==> config.mk <==
export PLATFORM = sky130hd
export DESIGN_NAME = writeback_stage
export DESIGN_NICKNAME = d
export VERILOG_FILES = /design/src/rtl/riscv_pkg.sv /design/src/rtl/writeback_stage_reg_file.sv /design/src/rtl/writeback_stage.sv
export SDC_FILE = /design/constraint.sdc
export NUM_CORES = 2
export LEC_CHECK = 0
export CAP_MARGIN = 5
export CORE_MARGIN = 10
export CORE_UTILIZATION = 30
export CTS_BUF_LIST = sky130_fd_sc_hd__clkbuf_2
export CTS_CLUSTER_DIAMETER = 80
export DETAILED_ROUTE_END_ITERATION = 10
export GPL_TIMING_DRIVEN = 0
export PLACE_DENSITY = 0.51
export SYNTH_ARGS = -nofsm -noshare
export SYNTH_HDL_FRONTEND = slang
export SYNTH_HIERARCHICAL = 1
export SYNTH_SLANG_ARGS = --single-unit
==> constraint.sdc <==
create_clock -name clk -period 5.7 [get_ports clk]
set_input_delay 1.71 -clock clk [delete_from_list [all_inputs] [get_ports clk]]
set_output_delay 1.71 -clock clk [all_outputs]
set_load 0.03 [all_outputs]
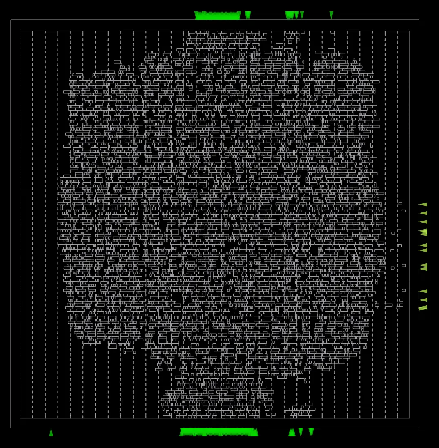
**Above:** cell placement.
flop share of the area: 34.3%
Placement Rows: 156
Seq Cell Count: 1094

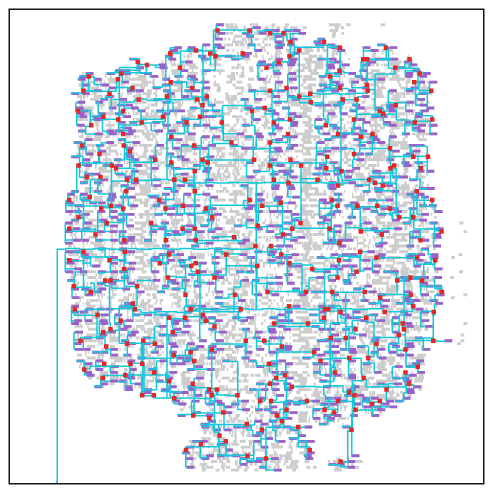
**Above:** clock distribution.
cyan -> clock wires  # length 18300 µm
red -> clock drivers  # count 316
purple -> flip-flops  # count 1094
routed clock nets = 317
flops lie = widely spread
clock skew: 0.0597 ns
Clk power: 5720 µW

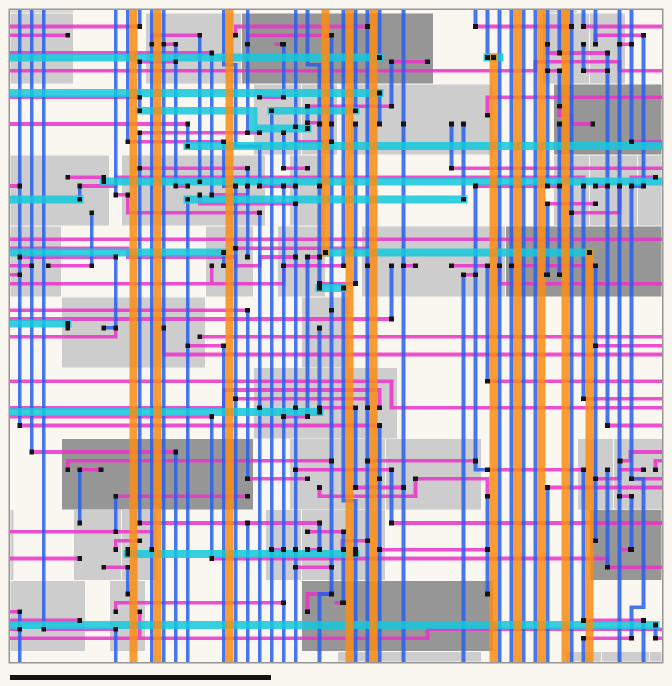
**Above:** close-up of the layout.
The bar under the picture is 10 µm long. Region (211, 122) to (236, 147) µm. Cells in grey, sequential cells in the stronger grey; small squares are vias.
orange -> metal 4
magenta -> metal 1
blue -> metal 2
cyan -> metal 3
cells with their middle in the window = 35
most frequent = nand2_1 (10), a21oi_1 (6)
sequential cells in the window = 5

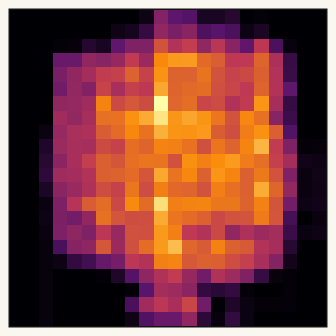
**Above:** signal metal coverage by tile.
22 x 22 tiles, from black (low) to pale yellow (high), scaled to the fullest tile. Values are wire area over tile area, all layers added.
mean over tiles = 0.22
fullest tile = 0.67
nearly empty tiles = 28%
via count: 51200
wire length per cell: 28.5 µm

==> results.tsv <==
metric	value	unit
Top logic family	multiplexers	
yosys cell count	6100	
CP max FO	10	
Synth flops	1094	
Worst VDD drop	0.000191	V
Core Util, Final	35.2	%
Die Area	0.200	mm²
CTS tree	built	
Die H	448	µm
Complex Gates by Area	14.7	%
mux frac, synth	22.1	%
setup_tns	-0.968	ns
register share after synthesis	39.9	%
period utilization	102	%
dominant cell type by area after synthesis	dfxtp_1	
total power after layout	15500	µW
P per Cell Area	243	mW/mm²
Synth top cell by count	nand2_1	
GR Overflow Total	0	
CTS H-Tree Depth	5	
failing checks	setup timing	
Clock Sinks	1094	
Tmin final	5.83	ns
largest net degree at the start of global routing	17	
Vias/cell	5.59	
Latency at later pin	1.76	ns
vias in the first global route	49700	
worst min-delay path class	in2reg	
RSZ-0062 raised after global routing	true	
Synth top cells by count	nand2_1, dfxtp_1, a21oi_1	
Critical Path AT	4.12	ns
CP cell instances	buf_6 -> buf_6 -> buf_4 -> mux4_2 -> nor2b_1 -> a211oi_2 -> a311oi_4 -> clkdlybuf4s15_2	
Avg Inst Size Synth	9.00	µm²
pins over their slew limit	0	
Least-Margin Pin Slew	1.37	ns
Final Hold Fails	0	
final worst slack	-0.134	ns
Crit. End Element	output port	
CP peak stage delay	0.57	ns
f_max	0.171	GHz
HPWL Detailed	203000	µm
Clock Tree Buf Depth	4	
Worst-path clk slew	0.09	ns
Post-Syn Instances	6100	
reg2reg path depth	6	
M1 WL	99800	µm
I/O Buffers	174	
Routed met2 length	120000	µm
Async SR Flop Fraction	0	%
Yosys chip area	0.0549	mm²
io pins	184	
leak pwr	0.0209	µW
Cell area leaders	dfxtp_1, mux4_2, nand2_1	
routed wl met3	23600	µm
initial antenna violation count	16	
r2r setup slk	3.44	ns
TritonCTS Buffers	316	
CTS Root Cell	clkbuf_2	
uppermost signal routing layer after detailed routing	met5	
first-pass GRT wire length	363000	µm
Die Wd	448	µm
Post-synth EDFFs	0	
Hold-fix buffers, CTS	0	
Tool Warnings	30	
xor+xnor area frac	0.207	%
GPL Wtd Cong	1.00	
max reg flops	1024	
final setup fails	28	
gr busiest metal	met2	
GR Util met2	40.5	%
simple share	17.3	%
critical path type	in2out	
critical path's most frequent cell	buf_6	
status	finished, violations left	
Post-synth top flop	dfxtp_1	
delay-heaviest family, CP	buffers and inverters	
CORE AREA	0.181	mm²
post-route insts no fill	9161	
total track usage	25.1	%
startpoint types	primary input	
placed insts	8644	
first-pass iteration count of the detailed router	6	
fillcell total	18800	
# DRC	0	
Area Growth Syn to Fin	16.3	%
Levels on crit path	8	
slowest cell on the critical path	a311oi_4	
M3 GR Usage	5.73	%
Synth Cell Area	0.0549	mm²
Final nets	6640	
worst slack at placement	-2.04	ns
YS warnings	6	
proportion of layout cells with a drive suffix above 1	22.9	%
GR Util met1	30.5	%
Data required, critical path	3.99	ns
Yosys cell types	62	
Synthesized Nets	6152	
Final ANT Viol Nets	0	
adder share	0.0456	%
MaxCap Viol Count	0	
Reg area	0.0219	mm²
relative slew slack	8.52	%
WP buf/inv	4	
Area leader share	39.9	%
WHS Path Cells	2	
DR iter-0 viols	5177	
logic area	0.0313	mm²
FP Core Util	30.3	%
final wirelength	262000	µm
==> area by class of cell <==
| type | instances | share of cell area (%) |
|---|---|---|
| multi-input cells | 4379 | 49.1 |
| diodes | 12 | 0.0470 |
| repair buffers | 174 | 2.57 |
| inverters | 7 | 0.0412 |
| well taps | 2370 | 4.64 |
| plain buffers | 616 | 5.41 |
| clock inverters | 64 | 0.429 |
| clock buffers | 445 | 3.49 |
| flip-flops and latches | 1094 | 34.3 |
==> cell usage in the layout (no fill, tap or decap), types with 38 or more instances in the layout <==
cell type        count
nand2_1           2056
dfxtp_1           1094
a21oi_1           1008
clkbuf_2           462
mux4_2             443
clkbuf_1           337
buf_2              134
mux2i_1            128
clkdlybuf4s50_1    108
nor2b_1            100
o21ai_1             96
mux2_2              64
buf_6               60
buf_4               60
clkinv_1            53
a22oi_2             41
and2_1              39
a311oi_2            38
==> through the flow <==
stage	hold WS (ns)	instance area [µm²]
finish	0.316	63800
global placement	0.449	59600
global route	0.199	63800
floorplan	0.441	54900
detailed placement	0.457	59600
CTS	0.134	63700
==> logic make-up (layout without fill, tap and decap cells) <==
family                     after synthesis  after routing
and+or+nand+nor                       2330           2330
AOI/OAI and AO/OA                     1393           1393
DFF                                   1094           1094
muxes                                  641            641
buffers and inverters                  627           1306
xor gates and xnor gates                13             13
adders and majority gates                2              2
other                                    0             12
==> what timing repair did <==
action | CTS | global route
buffers inserted | 0 | 0
gates cloned | 0 | 0
pin swaps | 51 | 17
endpoints found under the setup margin | 64 | 47
resized | 630 | 54
==> where the power goes <==
group          total (µW)  switching (µW)  internal, µW
logic                2020            1450           577
clock network        5720            3610          2100
registers            7750            46.2          7700
total               15500            5110         10400
No activity file was given, so power comes from the tool's default toggle rates.
